`src/rtl/act_seg_arbiter.sv`:
```
// Round-robin arbiter sharing one fixed-latency coefficient ROM among NREQ requesters.
// A tag pipeline returns each ROM result to its issuer; one lookup in flight per requester.
module act_seg_arbiter #(
    parameter int NREQ = 4,
    parameter int DW   = 16,
    parameter int SW   = 3,
    parameter int LAT  = 1
) (
    input  logic               clk,
    input  logic               rstn,
    input  logic [NREQ-1:0]    req_valid_i,
    input  logic [NREQ*SW-1:0] req_seg_i,
    output logic [NREQ-1:0]    req_ready_o,
    output logic [NREQ-1:0]    rsp_valid_o,
    output logic [NREQ*DW-1:0] rsp_f0_o,
    input  logic [NREQ-1:0]    rsp_ready_i,
    output logic               rom_valid_o,
    output logic [SW-1:0]      rom_seg_o,
    input  logic               rom_valid_i,
    input  logic [DW-1:0]      rom_f0_i,
    output logic               err_o
);

    localparam int PW = (NREQ > 1) ? $clog2(NREQ) : 1;
    localparam int FW = $clog2(LAT + 2);
    localparam logic [FW-1:0] FLUSH_INIT = FW'(LAT);

    logic [NREQ-1:0]         busy_q, busy_d;
    logic [PW-1:0]           ptr_q, ptr_d;
    logic                    rom_valid_q, rom_valid_d;
    logic [SW-1:0]           rom_seg_q, rom_seg_d;
    logic [LAT:0]            tag_v_q, tag_v_d;
    logic [LAT:0][PW-1:0]    tag_id_q, tag_id_d;
    logic [NREQ-1:0]         rsp_valid_q, rsp_valid_d;
    logic [NREQ*DW-1:0]      rsp_f0_q, rsp_f0_d;
    logic                    err_q, err_d;
    logic [FW-1:0]           flush_q, flush_d;

    logic [NREQ-1:0]         elig;
    logic [NREQ-1:0]         grant;
    logic [PW-1:0]           gnt_id;
    logic                    accept;
    logic                    found;
    int                      idx;

    assign elig   = req_valid_i & ~busy_q;
    assign accept = |grant;

    // Rotating priority scan starting at the pointer
    always_comb begin
        grant  = '0;
        gnt_id = '0;
        found  = 1'b0;
        idx    = 0;
        for (int i = 0; i < NREQ; i++) begin
            idx = int'(ptr_q) + i;
            if (idx >= NREQ) begin
                idx = idx - NREQ;
            end
            if (!found && elig[idx]) begin
                found      = 1'b1;
                grant[idx] = 1'b1;
                gnt_id     = PW'(idx);
            end
        end
    end

    always_comb begin
        busy_d      = busy_q;
        ptr_d       = ptr_q;
        rom_valid_d = accept;
        rom_seg_d   = rom_seg_q;
        tag_v_d     = '0;
        tag_id_d    = '0;
        rsp_valid_d = rsp_valid_q;
        rsp_f0_d    = rsp_f0_q;
        err_d       = err_q;
        flush_d     = (flush_q != '0) ? flush_q - 1'b1 : flush_q;

        if (accept) begin
            busy_d[gnt_id] = 1'b1;
            rom_seg_d      = req_seg_i[int'(gnt_id)*SW +: SW];
            if (gnt_id == PW'(NREQ - 1)) begin
                ptr_d = '0;
            end else begin
                ptr_d = gnt_id + 1'b1;
            end
        end

        tag_v_d[0]  = accept;
        tag_id_d[0] = gnt_id;
        for (int s = 1; s <= LAT; s++) begin
            tag_v_d[s]  = tag_v_q[s-1];
            tag_id_d[s] = tag_id_q[s-1];
        end

        for (int k = 0; k < NREQ; k++) begin
            if (rsp_valid_q[k] && rsp_ready_i[k]) begin
                rsp_valid_d[k] = 1'b0;
                busy_d[k]      = 1'b0;
            end
        end

        if (tag_v_q[LAT]) begin
            rsp_valid_d[tag_id_q[LAT]]             = 1'b1;
            rsp_f0_d[int'(tag_id_q[LAT])*DW +: DW] = rom_f0_i;
        end

        // Results issued before a reset may still drain out of the ROM
        if (flush_q == '0 && rom_valid_i != tag_v_q[LAT]) begin
            err_d = 1'b1;
        end
    end

    always_ff @(posedge clk or negedge rstn) begin
        if (!rstn) begin
            busy_q      <= '0;
            ptr_q       <= '0;
            rom_valid_q <= 1'b0;
            rom_seg_q   <= '0;
            tag_v_q     <= '0;
            tag_id_q    <= '0;
            rsp_valid_q <= '0;
            rsp_f0_q    <= '0;
            err_q       <= 1'b0;
            flush_q     <= FLUSH_INIT;
        end else begin
            busy_q      <= busy_d;
            ptr_q       <= ptr_d;
            rom_valid_q <= rom_valid_d;
            rom_seg_q   <= rom_seg_d;
            tag_v_q     <= tag_v_d;
            tag_id_q    <= tag_id_d;
            rsp_valid_q <= rsp_valid_d;
            rsp_f0_q    <= rsp_f0_d;
            err_q       <= err_d;
            flush_q     <= flush_d;
        end
    end

    assign req_ready_o = grant & {NREQ{rstn}};
    assign rsp_valid_o = rsp_valid_q;
    assign rsp_f0_o    = rsp_f0_q;
    assign rom_valid_o = rom_valid_q;
    assign rom_seg_o   = rom_seg_q;
    assign err_o       = err_q;

endmodule

```
`config.mk`:
```
export PLATFORM = sky130hd
export DESIGN_NAME = act_seg_arbiter
export DESIGN_NICKNAME = d
export VERILOG_FILES = /design/src/rtl/act_seg_arbiter.sv
export SDC_FILE = /design/constraint.sdc
export NUM_CORES = 1
export LEC_CHECK = 0
export ABC_AREA = 1
export CORE_UTILIZATION = 57
export DETAILED_ROUTE_END_ITERATION = 6
export DONT_BUFFER_PORTS = 1
export PLACE_DENSITY = 0.85
export SYNTH_ARGS = -nofsm -noshare
export SYNTH_HDL_FRONTEND = slang
export SYNTH_SLANG_ARGS = --single-unit
```
`constraint.sdc`:
```
create_clock -name clk -period 2.35 [get_ports clk]
set_input_delay 0.47 -clock clk [delete_from_list [all_inputs] [get_ports clk]]
set_output_delay 0.47 -clock clk [all_outputs]
set_load 0.02 [all_outputs]
```
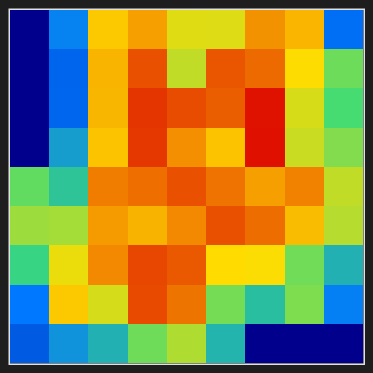
*Local utilization, run 1*
(4 px per µm) The die is cut into 9 by 9 equal tiles; dark blue is low, red is high, 0 to 100% covered.
The mean over all tiles is 63%. 8.6% of the tiles are nearly empty. 46% of the tiles are over 75% full.

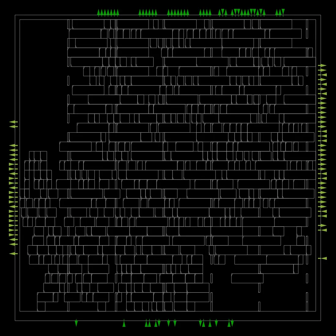
*Placed standard cells, run 1*
filler cell count: 557
Tap Cells: 99

==> job_summary.md, run 1 <==
### Metrics collected by this job

| Metric | Value |
|---|---|
| R2R Path End | `busy_q[1]` |
| Worst Setup Path Type | `flip-flop to primary output` |
| Flop Count | `86` |
| Fin. Hold Viols | `approximately 86` |
| YS chip area | `roughly 0.0043 mm²` |
| Switching share of power | `0.5111` |
| Status | `finished with violations` |
| Combinational Area | `approximately 0.0021 mm²` |
| Drt pass-1 iters | `7` |
| Nets | `between 500 and 600` |
| LEAKAGE | `approximately 2.4 nW` |
| Syn avg cell area | `8.503 µm²` |
| Top Layout Cells | `nand2_1 (147), dfrtp_1 (84), o21ai_0 (68)` |
| ANT nets after route | `0` |
| CTS tree | `done` |
| Reg clk slew, reported paths | `0.09 ns` |
| Slew margin rel. | `0.6376` |
| Cell area after placement | `0.004444 mm²` |
| Beginning of the critical path | `ptr_q[0]` |
| Yosys cell count | `500` |
| Slew Limit Fails | `0` |
| Crit-path leading delay family | `simple AND/OR/NAND/NOR gates` |
| Bufs and invs on worst path | `3` |
| Max incr delay on CP | `about 0.44 ns` |
| Cell variety after synth | `28` |
| Worst reg-to-reg path cell count | `15` |
| Drt drc | `0` |
| Mux cell area share after synthesis | `0` |
| Launching point of the worst reg2reg path | `ptr_q[0]` |
| Final Cycle Share | `1.034` |
| Aoi share | `0.09300` |
| Clock tree root buffer cell | `clkbuf_8` |
| XORs/XNORs by Area | `0.002060` |
| Clock Latency Late Sink | `0.37 ns` |
| Vias | `~3700` |
| PortBufs | `0` |
| Critical path arrival | `1.96 ns` |
| Share of layout cells above drive strength 1 | `0.2247` |
| WL per Instance | `~18 µm` |
| Cell Pwr Density | `1801 mW/mm²` |
| P_seq | `between 3 and 4 mW` |
| Logic share of the area | `0.4188` |
| WP depth | `10` |
| Slowest-stage cell, CP | `dfrtp_1` |
| Cells along the critical path | `inv_6, ha_4, inv_4, nand3_4, nand2_4, nand3_4, nor2_2, nor2_1, a21oi_2, buf_4` |
| Combinational share of power | `0.525` |
| Final setup fails | `5` |
| Crit-path max FO | `6` |
| Main flop type | `dfrtp_1` |
| Cts bufs inserted | `9` |
| Register area | `around 0.0022 mm²` |
| Clock buf count | `10` |
| Synth Area in Adders | `0.06180` |
| Synth Area in Simple Gates | `0.2828` |
| Die height | `roughly 88 µm` |
| Startpoint Class | `flip-flop` |
| WHS | `-0.2066 ns` |
| HP Class | `input port to asynchronous set/reset pin` |
| Starting Density | `0.5893` |
| Final wirelength | `~11 mm` |
| # placed instances | `600` |
| H-Tree Depth | `3` |
| Fin worst setup slack | `-0.08043 ns` |
| FF+latch count, synth | `between 80 and 90` |
| Nonclk buf count | `34` |
| Number of enable flip-flop cells | `0` |
| Met2 track demand over resource | `0.4573` |
| Clock network area share | `0.04248` |
| Clock tree buffer depth | `2` |
| Failing checks | `negative hold slack, negative setup slack` |
| Initial antenna violation count | `0` |
| Log Warnings | `47` |
| RSZ-0062 raised after global routing | `true` |
| # diodes | `0` |
| Post-layout min period | `2.430 ns` |
| Synthesized Nets | `560` |
| Crit path required time | `1.88 ns` |
| Psw | `4.609 mW` |
| Largest net degree at the start of global routing | `88` |
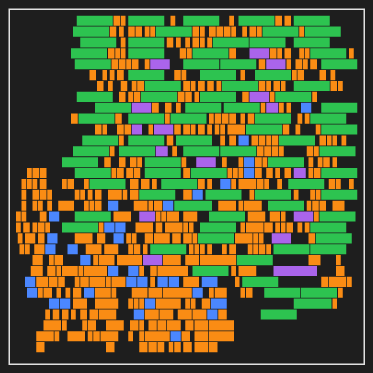
*Placement by cell class, run 1*
(4 px per µm)
Purple is clock drivers and dummy loads, cells 16, share of their area 4.4%. Blue is remaining buffers and delay cells, cells 34, share of their area 5.4%. Orange is combinational and other logic, cells 398, share of their area 46%. Green is sequential cells, cells 86, share of their area 44%.
core area: 0.007214 mm²
Final Util: 0.6941
final instance area: 0.005007 mm²
sequential cell area share: 0.4303
FP Rows: 31

## run 1: through the flow
step           total power [mW]  hold WS, ns
2_1_floorplan             5.929       0.1744
3_3_place_gp              6.830       0.1764
3_5_place_dp              6.975       0.1764
4_1_cts                   8.528      -0.2125
5_1_grt                   9.696      -0.2223
6_report                  9.017      -0.2066
## run 1: registers in the layout, indices dropped and copies added (netlist names)
signal and flops:
tag_v_q 2, err_o 1, rom_seg_o 3, rsp_f0_o 64
rsp_valid_o 4, busy_q 4, tag_id_q 2, ptr_q 2
flush_q 2, tag_id_d 2
## run 1: layer usage
metal / routed length [µm] / vias up
met5: 0 / -
met4: 374 / 0
met3: 1251 / 39
met2: 5442 / 199
met1: 4363 / 1799
li1: - / 1695
### Nets reached from selected ports, run 1

(3 px per µm)
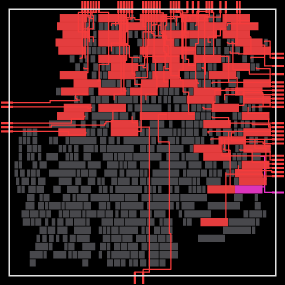

==> run 2: changes to the inputs <==
--- a/config.mk
+++ b/config.mk
@@ -6,10 +6,10 @@
 export NUM_CORES = 1
 export LEC_CHECK = 0
 export ABC_AREA = 1
-export CORE_UTILIZATION = 57
+export CORE_UTILIZATION = 44
 export DETAILED_ROUTE_END_ITERATION = 6
-export DONT_BUFFER_PORTS = 1
-export PLACE_DENSITY = 0.85
+export PLACE_DENSITY = 0.87
+export SETUP_SLACK_MARGIN = 0.3
 export SYNTH_ARGS = -nofsm -noshare
 export SYNTH_HDL_FRONTEND = slang
 export SYNTH_SLANG_ARGS = --single-unit
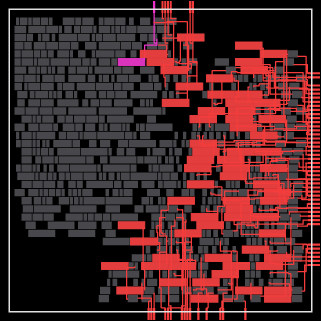
*Nets reached from selected ports, run 2*
(3 px per µm)
Magenta is `err_o`, bits 1, direction output, edge top, end cells 1, buffers 1, wire 22.7 µm. Red is `rsp_f0_o`, bits 64, direction output, edge 43 right, 15 bottom, 6 top, end cells 64, buffers 64, wire 2060 µm.
Top Ports: 116
PortBufs: 115

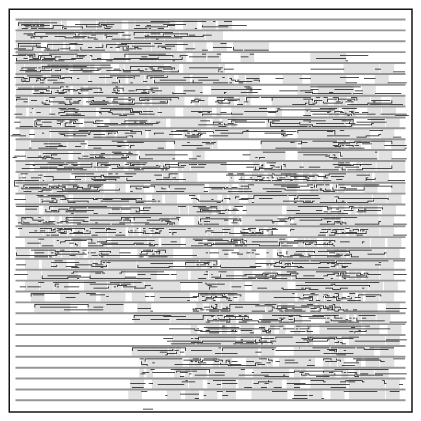
*Signal wires on met1, run 2*
(4 px per µm) Supply wires on this layer in gray. Cells faint in the background.
The longest straight run is 24.4 µm. The layer holds 36% of the routed length. 642 nets have wire on it.

==> run 2 against run 1 <==
  * The run ends with negative setup slack left
  * Register-to-register slack got worse by 0.15 ns
  * Sequential share of layout area decreased by 11 points
  * Hold slack improved by 0.57 ns
  * Cell count increased by 26%
  * Maximum frequency decreased by 5.8%
  * Sequential cell count unchanged
  * Largest power group unchanged
  * Highest routed layer unchanged
==> job_summary.md, run 2 <==
### Metrics collected by this job

| Metric | Value |
|---|---|
| Reg clk slew, reported paths | `0.09 ns (about the same)` |
| Synthesized Nets | `560 (unchanged)` |
| Final Util | `0.7140 (+0.01995)` |
| Share of layout cells above drive strength 1 | `0.2522 (+0.02752)` |
| ANT nets after route | `0 (unchanged)` |
| Starting Density | `0.4580 (-0.1314)` |
| P_seq | `2.50 mW (-21%)` |
| Metal-1 WL | `5.318 mm (+22%)` |
| Mux cell area share after synthesis | `0 (unchanged)` |
| Failing checks | `negative setup slack` |
| Nets | `726 (+23%)` |
| # diodes | `0 (unchanged)` |
| FP Rows | `35 (+13%)` |
| Flop Count | `86 (unchanged)` |
| Initial antenna violation count | `0 (unchanged)` |
| WHS | `0.3610 ns (+0.5677 ns)` |
| Post-layout min period | `2.580 ns (+0.1496 ns)` |
| Cell Pwr Density | `1797 mW/mm² (-0.19%)` |
| Syn avg cell area | `8.503 µm² (unchanged)` |
| Nonclk buf count | `169 (+400%)` |
| Hold Crit Endpoint | `tag_id_q[2]` |
| Worst Tran Pin Value | `1.027 ns` |
| Tap Cells | `129 (+30%)` |
| Largest register FFs | `64 (unchanged)` |
| Worst Setup Path Type | `input port to primary output` |
| Die height | `100.3 µm (+14%)` |
| NonClk Buf Share | `0.2437` |
| Wire length on met3 | `969 µm (-23%)` |
| Fin. Hold Viols | `0 (-100%)` |
| Drt pass-1 iters | `5 (-2)` |
| Commonest Layout Cell | `nand2_1` |
| Critical path arrival | `2.11 ns (+0.15 ns)` |
| Largest net degree at the start of global routing | `85 (-3.4%)` |
| Launching point of the worst reg2reg path | `ptr_q[0]` |
| Startpoint Class | `input port` |
| WL met2 | `7.522 mm (+38%)` |
| LEAKAGE | `2.974 nW (+24%)` |
| Top Layout Cells | `nand2_1 (134), clkdlybuf4s50_1 (108), dfrtp_1 (83)` |
| Cts bufs inserted | `9 (unchanged)` |
| Beginning of the critical path | `req_valid_i[0]` |
| Drt drc | `0 (unchanged)` |
| RSZ-0062 raised after global routing | `true` |
| Slew Limit Fails | `0 (unchanged)` |
| Crit path required time | `1.88 ns (about the same)` |
| YS chip area | `0.004252 mm² (unchanged)` |
| Slew margin rel. | `0.3151 (-0.3226)` |
| Clock network area share | `0.02586 (-0.01662)` |
| Log Warnings | `46 (-2.1%)` |
| Combinational Area | `0.002355 mm² (+12%)` |
| Logic share of the area | `0.3552 (-0.06356)` |
| Psw | `5.944 mW (+29%)` |
| Number of enable flip-flop cells | `0 (unchanged)` |
| Synth Area in Adders | `0.06180 (unchanged)` |
| R2R Path End | `ptr_q[0]` |
| Status | `finished with violations` |
| R2R Setup Slk | `-0.16 ns` |
| Hold Startpoint | `tag_id_d[2]` |
| Switching share of power | `0.4989 (-0.01226)` |
| XORs/XNORs by Area | `0.002060 (unchanged)` |
| Aoi share | `0.09300 (unchanged)` |
| Crit path to | `req_ready_o[0]` |
| Filler cell count | `647 (+16%)` |
| Yosys cell count | `500 (unchanged)` |
| Combinational share of power | `0.711 (+0.186)` |
| Vias | `4394 (+18%)` |
| Synth Area in Simple Gates | `0.2828 (unchanged)` |
| Clock tree root buffer cell | `clkbuf_8` |
| H-Tree Depth | `3 (unchanged)` |
| WL per Instance | `18.40 µm (+1.9%)` |
| Final Cycle Share | `1.098 (+0.06367)` |
| Final wirelength | `14.70 mm (+29%)` |
| Cell variety after synth | `28 (unchanged)` |
| Final setup fails | `14 (+9)` |
| Crit-path max FO | `2 (-4)` |
| Top Layer Used | `met4` |
| Core area | `0.009284 mm² (+29%)` |
| Area delta synth->final | `55.92%` |
| Clock buf count | `9 (-1)` |
| Main flop type | `dfrtp_1` |
| Register area | `0.002156 mm² (about the same)` |
| Most frequent cells after synthesis | `nand2_1 (161), dfrtp_1 (85), o21ai_0 (68), nand3_1 (52), inv_1 (36)` |
| Worst Skew | `0.006408 ns` |
| CTS tree | `done` |
| # placed instances | `767 (+28%)` |
| Top area cell types | `dfrtp_1 (50%), nand2_1 (14%), o21ai_0 (8.0%), ha_1 (6.2%), nand3_1 (6.1%)` |
| Fin worst setup slack | `-0.2301 ns (-0.1496 ns)` |
| Met2 track demand over resource | `0.4573 (about the same)` |
| HP Class | `flip-flop to flip-flop` |
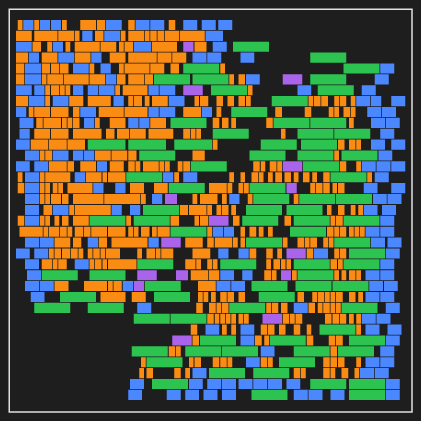
*Placement by cell class, run 2*
(4 px per µm)
Green is sequential cells, cells 86, share of their area 33%. Blue is remaining buffers and delay cells, cells 169, share of their area 25%. Purple is clock drivers and dummy loads, cells 15, share of their area 2.7%. Orange is combinational and other logic, cells 400, share of their area 39%.

## run 2: what timing repair did
action                                 in CTS  in global routing
setup buffers                               6                  8
pin swaps                                  26                 21
endpoints found under the hold margin       2                  0
setup endpoints to repair                  14                 40
gates resized                              61                 50
hold buffers                                1                  0
cloned                                      0                  2
## run 2: worst max-delay path, cell delays in order
cell and delay (ns):
clkdlybuf4s50_1 0.55, nand3_1 0.16, nand2_2 0.15, nand2_2 0.09
nand2_4 0.09, nand4_4 0.13, inv_2 0.10, nand2_2 0.06
a21oi_2 0.14, buf_4 0.16
## run 2: metrics by stage
step / total power, mW / cell area [µm²]
floorplan: 6.302 / 4414
global placement: 8.619 / 5942
detailed placement: 8.929 / 5942
CTS: 10.49 / 6327
global route: 12.51 / 6629
finish: 11.92 / 6629
Power is estimated from default activity; no workload was simulated.
